`src/rtl/shft_seq_pkg.sv`:
```
// ---------------------------------------------------------------------------
// shft_seq_pkg
// Shared definitions for the sequential shifter:
//   - FS function-select codes (common with the ALU shifter)
//   - state encoding for the shft_seq control FSM
//   - is_shift(): true when an FS code selects one of the shift operations
// ---------------------------------------------------------------------------
package shft_seq_pkg;

    localparam int DATA_W  = 32;
    localparam int FS_W    = 5;
    localparam int COUNT_W = 5;

    localparam logic [FS_W-1:0] FS_SLL = 5'h0C;
    localparam logic [FS_W-1:0] FS_SRL = 5'h0D;
    localparam logic [FS_W-1:0] FS_SRA = 5'h0E;

    typedef enum logic [1:0] {
        ST_IDLE  = 2'd0,
        ST_SHIFT = 2'd1,
        ST_DONE  = 2'd2
    } state_t;

    function automatic logic is_shift(input logic [FS_W-1:0] fs);
        return (fs == FS_SLL) || (fs == FS_SRL) || (fs == FS_SRA);
    endfunction

endpackage

```
`src/rtl/shft_step.sv`:
```
// ---------------------------------------------------------------------------
// shft_step
// Combinational single-bit shift step used by shft_seq on every SHIFT cycle.
// Ports:
//   value   in  32  current operand
//   fs      in  5   function select (SLL / SRL / SRA)
//   shifted out 32  operand shifted by one position
//   carry   out 1   bit shifted out (0 for a non-shift code)
// ---------------------------------------------------------------------------
module shft_step
    import shft_seq_pkg::*;
(
    input  logic [DATA_W-1:0] value,
    input  logic [FS_W-1:0]   fs,
    output logic [DATA_W-1:0] shifted,
    output logic              carry
);

    // NOTE: every output gets a default before the case so no path leaves it
    // unassigned; a missing default here would infer a latch.
    always_comb begin
        shifted = value;
        carry   = 1'b0;
        case (fs)
            FS_SLL: begin
                carry   = value[DATA_W-1];
                shifted = {value[DATA_W-2:0], 1'b0};
            end
            FS_SRL: begin
                carry   = value[0];
                shifted = {1'b0, value[DATA_W-1:1]};
            end
            FS_SRA: begin
                carry   = value[0];
                shifted = {value[DATA_W-1], value[DATA_W-1:1]};
            end
            default: ;
        endcase
    end

endmodule

```
`src/rtl/shft_seq.sv`:
```
// ---------------------------------------------------------------------------
// shft_seq
// Multi-cycle shifter: performs a shift of T by shamnt positions one bit per
// clock, then pulses done for one cycle with the result held in Y_lo.
// Ports:
//   clk     in  1   rising-edge clock
//   reset   in  1   asynchronous active-low reset
//   start   in  1   request an operation (sampled only in IDLE)
//   FS      in  5   function select: 0C SLL, 0D SRL, 0E SRA
//   shamnt  in  5   shift amount 0-31
//   T       in  32  operand
//   busy    out 1   high whenever the FSM is not IDLE
//   done    out 1   one-cycle pulse, result valid
//   Y_lo    out 32  result, held until the next accepted start
//   C/N/Z/V out 1   carry, negative, zero, overflow (V tied 0)
//   illegal out 1   FS was not a shift code, held with Y_lo
// ---------------------------------------------------------------------------
module shft_seq
    import shft_seq_pkg::*;
(
    input  logic               clk,
    input  logic               reset,
    input  logic               start,
    input  logic [FS_W-1:0]    FS,
    input  logic [COUNT_W-1:0] shamnt,
    input  logic [DATA_W-1:0]  T,
    output logic               busy,
    output logic               done,
    output logic [DATA_W-1:0]  Y_lo,
    output logic               C,
    output logic               N,
    output logic               Z,
    output logic               V,
    output logic               illegal
);

    state_t             state;
    state_t             state_next;
    logic [FS_W-1:0]    fs_q;
    logic [COUNT_W-1:0] count;
    logic [DATA_W-1:0]  step_y;
    logic               step_c;
    logic               accept;

    assign accept = (state == ST_IDLE) && start;

    shft_step u_step (
        .value   (Y_lo),
        .fs      (fs_q),
        .shifted (step_y),
        .carry   (step_c)
    );

    // NOTE: clocked state uses non-blocking assignments so every register
    // samples the pre-edge values of the others, independent of block order.
    always_ff @(posedge clk or negedge reset) begin
        if (!reset) begin
            state <= ST_IDLE;
        end else begin
            state <= state_next;
        end
    end

    always_comb begin
        state_next = state;
        case (state)
            ST_IDLE: begin
                if (start) begin
                    // Nothing to shift: go straight to DONE on the accepting edge.
                    if ((shamnt == '0) || !is_shift(FS)) begin
                        state_next = ST_DONE;
                    end else begin
                        state_next = ST_SHIFT;
                    end
                end
            end
            ST_SHIFT: begin
                // Pre-decrement count of 1 means this edge performs the last step.
                if (count == COUNT_W'(1)) begin
                    state_next = ST_DONE;
                end
            end
            ST_DONE:  state_next = ST_IDLE;
            default:  state_next = ST_IDLE;
        endcase
    end

    always_comb begin
        busy = (state != ST_IDLE);
        done = (state == ST_DONE);
    end

    // Datapath: operands are captured only at the accepting edge, so FS,
    // shamnt and T are free to change while the shift is in flight.
    always_ff @(posedge clk or negedge reset) begin
        if (!reset) begin
            fs_q    <= '0;
            count   <= '0;
            Y_lo    <= '0;
            C       <= 1'b0;
            illegal <= 1'b0;
        end else if (accept) begin
            fs_q  <= FS;
            count <= shamnt;
            C     <= 1'b0;
            if (is_shift(FS)) begin
                Y_lo    <= T;
                illegal <= 1'b0;
            end else begin
                Y_lo    <= '0;
                illegal <= 1'b1;
            end
        end else if (state == ST_SHIFT) begin
            Y_lo  <= step_y;
            C     <= step_c;
            count <= count - COUNT_W'(1);
        end
    end

    assign Z = (Y_lo == '0);
    assign N = Y_lo[DATA_W-1];
    assign V = 1'b0;

endmodule

```
`config.mk`:
```
export PLATFORM = sky130hd
export DESIGN_NAME = shft_seq
export DESIGN_NICKNAME = d
export VERILOG_FILES = /design/src/rtl/shft_seq_pkg.sv /design/src/rtl/shft_step.sv /design/src/rtl/shft_seq.sv
export SDC_FILE = /design/constraint.sdc
export NUM_CORES = 1
export LEC_CHECK = 0
export CORE_ASPECT_RATIO = 1.2
export CORE_MARGIN = 2
export CORE_UTILIZATION = 46
export DETAILED_ROUTE_END_ITERATION = 8
export PLACE_DENSITY = 0.81
export SYNTH_ARGS = -nofsm -noshare
export SYNTH_HDL_FRONTEND = slang
export SYNTH_SLANG_ARGS = --single-unit
```
`constraint.sdc`:
```
create_clock -name clk -period 2.3 [get_ports clk]
set_input_delay 0.46 -clock clk [delete_from_list [all_inputs] [get_ports clk]]
set_output_delay 0.46 -clock clk [all_outputs]
set_load 0.02 [all_outputs]
```
**Congestion heat map**

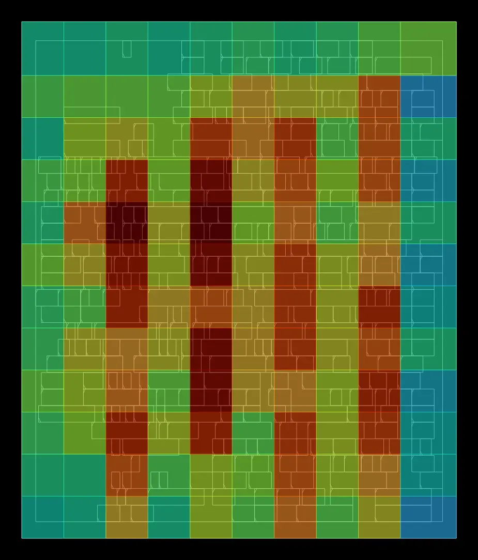
total track usage: 23.6%
routed wire length per instance: 17.4 µm
M1 GR Usage: 28.6%
global routing usage on met3: 4.56%

==> GITHUB_STEP_SUMMARY <==
### Yosys + OpenROAD results

| Metric | Value |
|---|---|
| Die area | 0.00604 mm² |
| Syn Nets | 293 |
| Share of cells above drive strength 1 | 11.2% |
| WP data required | 1.84 ns |
| Met2 routed wirelength | 3.63 mm |
| Top sig layer | met4 |
| Dominant Register Cell | dfrtp_1 |
| Register share after synthesis | 46.1% |
| Initial Util | 47.5% |
| Xor+xnor area frac | 0.351% |
| Power Combinational | 690 µW |
| Clock Power | 487 µW |
| Std cell rows | 29 |
| Top cell type by instance count after synthesis | dfrtp_1 |
| DRT Pass-1 Iters | 7 |
| Crit path buffers/inverters | 1 |
| GR Util met2 | 41.2% |
| Final ANT Viol Nets | 0 |
| Synth area leader | dfrtp_1 |
| Post-CTS Setup Inserts | 0 |
| Clock skew | 0.00378 ns |
| Int Power | 1480 µW |
| Run status | complete, no violations |
| Max Clk Rate | 460 MHz |
| Flops | 46 |
| RSZ-0062 raised after global routing | false |
**Sizing map**

(4 px per µm)
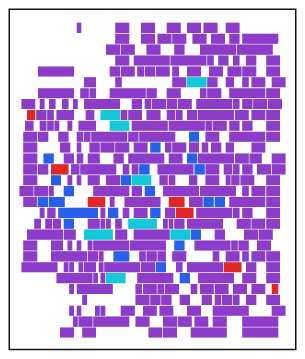
- x2: red (cells 7; share 2.1%; most used nor4_2)
- x3 and x4: blue (cells 23; share 6.8%; most used buf_4)
- x1 and smaller: purple (cells 301; share 89%; most used clkdlybuf4s50_1)
- x6 and larger: cyan (cells 8; share 2.4%; most used clkbuf_8)
Final WS setup: 0.127 ns
Design Area, Final: 0.00359 mm²

Power figures rest on the tool's default switching activity, not on a simulated workload.
